File: src/rtl/boolean_pkg.sv
// Shared types and helpers for the operand-collect datapath.
package boolean_pkg;

    typedef enum logic {
        COLLECT = 1'b0,
        PRESENT = 1'b1
    } state_e;

    function automatic int cnt_w(input int n);
        return $clog2(n) + 1;
    endfunction

endpackage

File: src/rtl/p_collect_if.sv
// Operand-in / result-out handshake bundle for p_collect.
interface p_collect_if
    import boolean_pkg::*;
#(
    parameter int BUS_WIDTH = 8,
    parameter int NB_INS    = 4,
    parameter int CNT_W     = cnt_w(NB_INS)
);
    logic [BUS_WIDTH-1:0] in_bus;
    logic                 in_valid;
    logic                 in_ready;
    logic                 clear;
    logic [BUS_WIDTH-1:0] out_bus;
    logic                 out_valid;
    logic                 out_ready;
    logic [CNT_W-1:0]     count;

    modport master (
        output in_bus, in_valid, clear, out_ready,
        input  in_ready, out_bus, out_valid, count
    );

    modport slave (
        input  in_bus, in_valid, clear, out_ready,
        output in_ready, out_bus, out_valid, count
    );
endinterface

File: src/rtl/p_and.sv
// Bitwise AND reduction across all operand slots.
module p_and #(
    parameter int BUS_WIDTH = 8,
    parameter int NB_INS    = 4
) (
    input  logic [NB_INS-1:0][BUS_WIDTH-1:0] op_i,
    output logic [BUS_WIDTH-1:0]             res_o
);
    always_comb begin
        res_o = '1;
        for (int i = 0; i < NB_INS; i++) begin
            res_o = res_o & op_i[i];
        end
    end
endmodule

File: src/rtl/p_collect.sv
// Collects NB_INS operand beats, then presents their AND until consumed.
module p_collect
    import boolean_pkg::*;
#(
    parameter int BUS_WIDTH = 8,
    parameter int NB_INS    = 4
) (
    input  logic        clk,
    input  logic        rst,
    p_collect_if.slave  bus
);
    localparam int CNT_W = cnt_w(NB_INS);
    localparam int IDX_W = (NB_INS > 1) ? $clog2(NB_INS) : 1;
    localparam logic [CNT_W-1:0] LAST = CNT_W'(NB_INS - 1);

    state_e                          state_q;
    logic [CNT_W-1:0]                count_q;
    logic [NB_INS-1:0][BUS_WIDTH-1:0] slot_q;
    logic [IDX_W-1:0]                idx;

    assign idx = IDX_W'(count_q);

    always_ff @(posedge clk) begin
        if (rst) begin
            state_q <= COLLECT;
            count_q <= '0;
            slot_q  <= '0;
        end else if (bus.clear) begin
            state_q <= COLLECT;
            count_q <= '0;
            slot_q  <= '0;
        end else begin
            unique case (state_q)
                COLLECT: begin
                    if (bus.in_valid) begin
                        slot_q[idx] <= bus.in_bus;
                        count_q     <= count_q + 1'b1;
                        if (count_q == LAST) begin
                            state_q <= PRESENT;
                        end
                    end
                end
                PRESENT: begin
                    if (bus.out_ready) begin
                        state_q <= COLLECT;
                        count_q <= '0;
                    end
                end
                default: state_q <= COLLECT;
            endcase
        end
    end

    assign bus.in_ready  = (state_q == COLLECT) && !bus.clear;
    assign bus.out_valid = (state_q == PRESENT);
    assign bus.count     = count_q;

    p_and #(
        .BUS_WIDTH (BUS_WIDTH),
        .NB_INS    (NB_INS)
    ) u_and (
        .op_i  (slot_q),
        .res_o (bus.out_bus)
    );
endmodule

File: src/flat_wrapper.sv
// flat-port wrapper written by rule: the top's interface ports become plain ports
module p_collect_flat import boolean_pkg::*;
#(
    parameter int BUS_WIDTH = 8,
    parameter int NB_INS    = 4
)
  (clk, rst, bus_in_bus, bus_in_valid, bus_clear, bus_out_ready, bus_in_ready, bus_out_bus, bus_out_valid, bus_count);
  p_collect_if #(.BUS_WIDTH(BUS_WIDTH), .NB_INS(NB_INS)) bus_i ();
  input  logic clk;
  input  logic rst;
  input wire logic [$bits(bus_i.in_bus)-1:0] bus_in_bus;
  input wire logic [$bits(bus_i.in_valid)-1:0] bus_in_valid;
  input wire logic [$bits(bus_i.clear)-1:0] bus_clear;
  input wire logic [$bits(bus_i.out_ready)-1:0] bus_out_ready;
  output wire logic [$bits(bus_i.in_ready)-1:0] bus_in_ready;
  output wire logic [$bits(bus_i.out_bus)-1:0] bus_out_bus;
  output wire logic [$bits(bus_i.out_valid)-1:0] bus_out_valid;
  output wire logic [$bits(bus_i.count)-1:0] bus_count;
  assign bus_i.in_bus = bus_in_bus;
  assign bus_i.in_valid = bus_in_valid;
  assign bus_i.clear = bus_clear;
  assign bus_i.out_ready = bus_out_ready;
  assign bus_in_ready = bus_i.in_ready;
  assign bus_out_bus = bus_i.out_bus;
  assign bus_out_valid = bus_i.out_valid;
  assign bus_count = bus_i.count;
  p_collect #(.BUS_WIDTH(BUS_WIDTH), .NB_INS(NB_INS)) u_core (.clk(clk), .rst(rst), .bus(bus_i));
endmodule
File: config.mk
export PLATFORM = sky130hd
export DESIGN_NAME = p_collect_flat
export DESIGN_NICKNAME = d
export VERILOG_FILES = /design/src/rtl/boolean_pkg.sv /design/src/rtl/p_collect_if.sv /design/src/rtl/p_and.sv /design/src/rtl/p_collect.sv /design/src/flat_wrapper.sv
export SDC_FILE = /design/constraint.sdc
export NUM_CORES = 1
export LEC_CHECK = 0
export ABC_AREA = 1
export CORE_MARGIN = 10
export CORE_UTILIZATION = 40
export CTS_CLUSTER_DIAMETER = 200
export DETAILED_ROUTE_END_ITERATION = 10
export DONT_BUFFER_PORTS = 1
export SKIP_LAST_GASP = 1
export SLEW_MARGIN = 30
export SYNTH_ARGS = -nofsm -noshare
export SYNTH_HDL_FRONTEND = slang
export SYNTH_SLANG_ARGS = --single-unit
File: constraint.sdc
create_clock -name clk -period 1.5 [get_ports clk]
set_input_delay 0.225 -clock clk [delete_from_list [all_inputs] [get_ports clk]]
set_output_delay 0.225 -clock clk [all_outputs]
set_load 0.03 [all_outputs]
Figure 1. Logic cells by family.
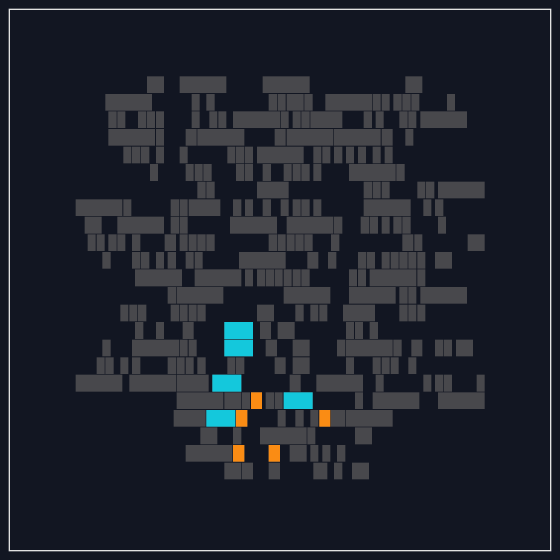
Orange is aoi and oai cells, cells 5, where bottom middle. Cyan is fa/ha/maj cells, cells 5.
dominant logic cell type in the layout: nor2_1
final cell count without fillers: 321
multi-input gate share of the layout cell area: 37.8%

==> results.yml <==
# yosys + openroad results
run_status:
  outcome: "complete, no violations"
final_layout:
  drive_gt1_share_pct: 9.59
  inv_count: 39
  finish.instance_area_sq_um: 1880
  sh_seq_area_pct: 38.4
  seq_area_sq_um: 721
  antennaDiodeCount: 0
  buffers: 18
  largest_reg_flops: 32
  final_nets: 288
  regMostFlops: "u_core.slot_q"
  nonClkBufAreaFrac_pct: 7.86
  seq_cell_count: 36
  largestClassByArea: "flip-flops and latches"
  area.growth.synth_to_final_pct: 15.9
  post-route-util_pct: 47.3
  comb_area_sq_um: 711
  clock_buffers: 8
  mostFrequentLayoutCells: "75 x nor2_1, 69 x nand2_1, 39 x inv_1, 36 x dfxtp_1, 17 x buf_4"
  clkCellAreaFrac_pct: 4.80
  nMultiInputCombCells: 170
logic_synthesis:
  top_cell: "nor2_1"
  mux_share_pct: 0
  top_cell_area_share_pct: 44.5
  largest_area_cell: "dfxtp_1"
  synthesis.area_sq_um: 1620
  ys.flops: 36
  yosysChipArea_sq_um: 1620
  ys_warn_count: 0
  synth-seq-area-share_pct: 44.5
  synthTopLogicFamily: "simple AND/OR/NAND/NOR gates"
  simple_gate_share_pct: 38.3
  ys_sh_adder_pct: 3.86
  syn_nets: 270
  synth_cells: 252
  edf_count: 0
  synth.area.top_cells: "dfxtp_1 44%, nor2_1 18%, nand2_1 16%, inv_1 9.0%, nand3_1 4.3%"
  yosysUniqueCellTypes: 11
  yosysCellCount: 252
  syn_area_per_cell_sq_um: 6.43
  ff_type: "dfxtp_1"
  aoi_share_pct: 1.54
  ys_sh_xor_pct: 0
  synth-async-reset-ratio_pct: 0
die:
  fp_util_pct: 40.8
  dieWidth_microns: 83.6
  num_io_pins: 26
  coreArea_sq_um: 3970
  die_area_sq_um: 7000
  n_tap_cell: 50
  rows: 23
critical_path:
  cp_slowest_cell: "dfxtp_1"
  worstPathArrival_ns: 1.03
  slowest_delay_ns: 0.31
  crit_path_start_kind: "flop"
  cp_top_family: "buffers and inverters"
  r2r_cells: 7
  critPathCaptureType: "output pin"
  worst-path-buf-inv: 2
  reg2reg_to: "u_core.slot_q[17]$_SDFFE_PP0P_"
  crit_path_frequent_cell: "buf_4"
  ff2ff_setup_slack_ns: 0.26
  crit_chain: "buf_4, nor2_1, buf_4"
  required_ns: 1.27
  worst-setup-path-type: "reg2out"
  r2r-start: "u_core.bus.count[0]$_SDFFE_PP0P_"
final_timing:
  holdWs_ns: 0.0758
  worstMarginPinSlew_ns: 0.425
  fin_crit_ns: 1.26
  rsz0062_at_grt: "no"
  max_slew_margin_pct: 71.6
  fin_crit_sh_pct: 83.7
  hold_viol_final: 0
  max_freq_mhz: 796
  drv_slew: 0
  setup_viol: 0
  setup_ws_ns: 0.244
  totalNegativeSetupSlack_ns: 0
pwr:
  seq_power_share_pct: 55.2
  p_sw_share_pct: 22.2
  p_leak_nw: 0.963
  share_comb_of_total_power_pct: 5.9
  comb-power_mw: 0.104
  ir_worst_vdd_mv: 0.577
  p_per_area_nw_per_um2: 947
  finalPower_mw: 1.78
  power_switching_mw: 0.396
  intPower_mw: 1.38
  seq_cell_power_mw: 0.981
  power_leader: "registers"
global_route:
  grt_pass1_vias: 1336
  antenna_found_initial: 0
  met1_usage_pct: 11.3
  grt_max_degree: 28
  grt.met3_usage_pct: 4.30
  use_met2_pct: 16.4
  gr-usage-all-layers_pct: 10.0
  grt_pass1_wl_microns: 5950
  busiest_layer: "met2"
  grt_overflow_total: 0
clock_tree:
  numCtsBuffers: 5
  hold_buffers: 0
  clockBufferDepth: 2
  cts_sinks: 36
  insertion_delay_ns: 0.28
  tritoncts: "built"
  clockRootBuffer: "clkbuf_8"
  htree_num_levels: 2
  postCtsSetupRepairBufs: 0
  clk_pin_slew_ns: 0.07
route:
  drtIter0Drc: 79
  drtPass1Iterations: 4
  highest_layer: "met4"
  drc: 0
  dr_wl_met3_microns: 206
  wl_met1_microns: 1580
  antenna_left: 0
  vias: 1400
  vias_per_cell: 4.36
  wl_per_cell_microns: 10.4
  routed_wl_microns: 3350
worst_hold_path:
  hold_path_startpoint: "bus_in_bus[7]"
  min_to: "u_core.slot_q[31]$_SDFFE_PP0P_"
  hold_path_class: "in2reg"
  whs_path_depth: 2
flow_run:
  drv_cap: 0
  warnings: 29
placement:
  dpl_cell_area_sq_um: 1790
  placedCellCount: 313
  pre_cts_slack_ns: 0.263
  gp_congestion: 0.769
  portBuffers: 0
Figure 2. Clock distribution.
The bar under the picture is 20 microns long.
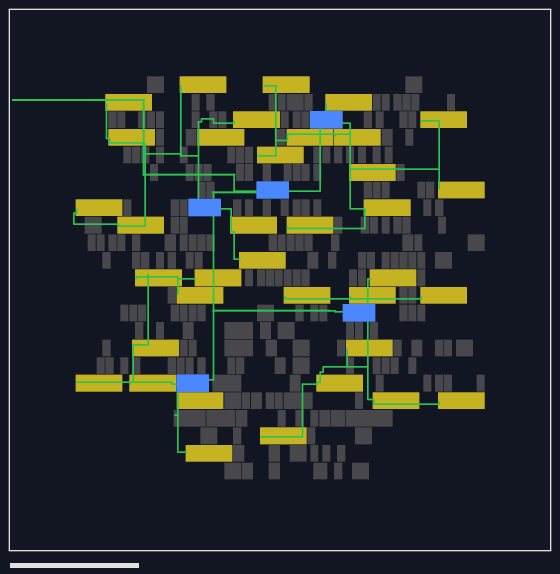
Yellow is flip-flops, count 36. Blue is clock-net drivers, count 5. Green is clock wires, length 474 microns.
There are 6 routed clock nets.
Clock group: 0.693 mW
skew final: 0.00599 ns
Clk pwr share: 39.0%

how the worst max path moves through the flow:
stage                                     startpoint                              to  slack, ns
floorplan           u_core.bus.count[0]$_SDFFE_PP0P_   u_core.slot_q[6]$_SDFFE_PP0P_       0.04
global placement    u_core.bus.count[0]$_SDFFE_PP0P_   u_core.slot_q[6]$_SDFFE_PP0P_       0.29
detailed placement  u_core.bus.count[0]$_SDFFE_PP0P_  u_core.slot_q[17]$_SDFFE_PP0P_       0.26
CTS                  u_core.bus.out_valid$_SDFF_PP0_                    bus_in_ready       0.22
global route        u_core.bus.count[0]$_SDFFE_PP0P_   u_core.slot_q[2]$_SDFFE_PP0P_       0.09
finish               u_core.bus.out_valid$_SDFF_PP0_                    bus_in_ready       0.24
Power figures rest on the tool's default switching activity, not on a simulated workload.
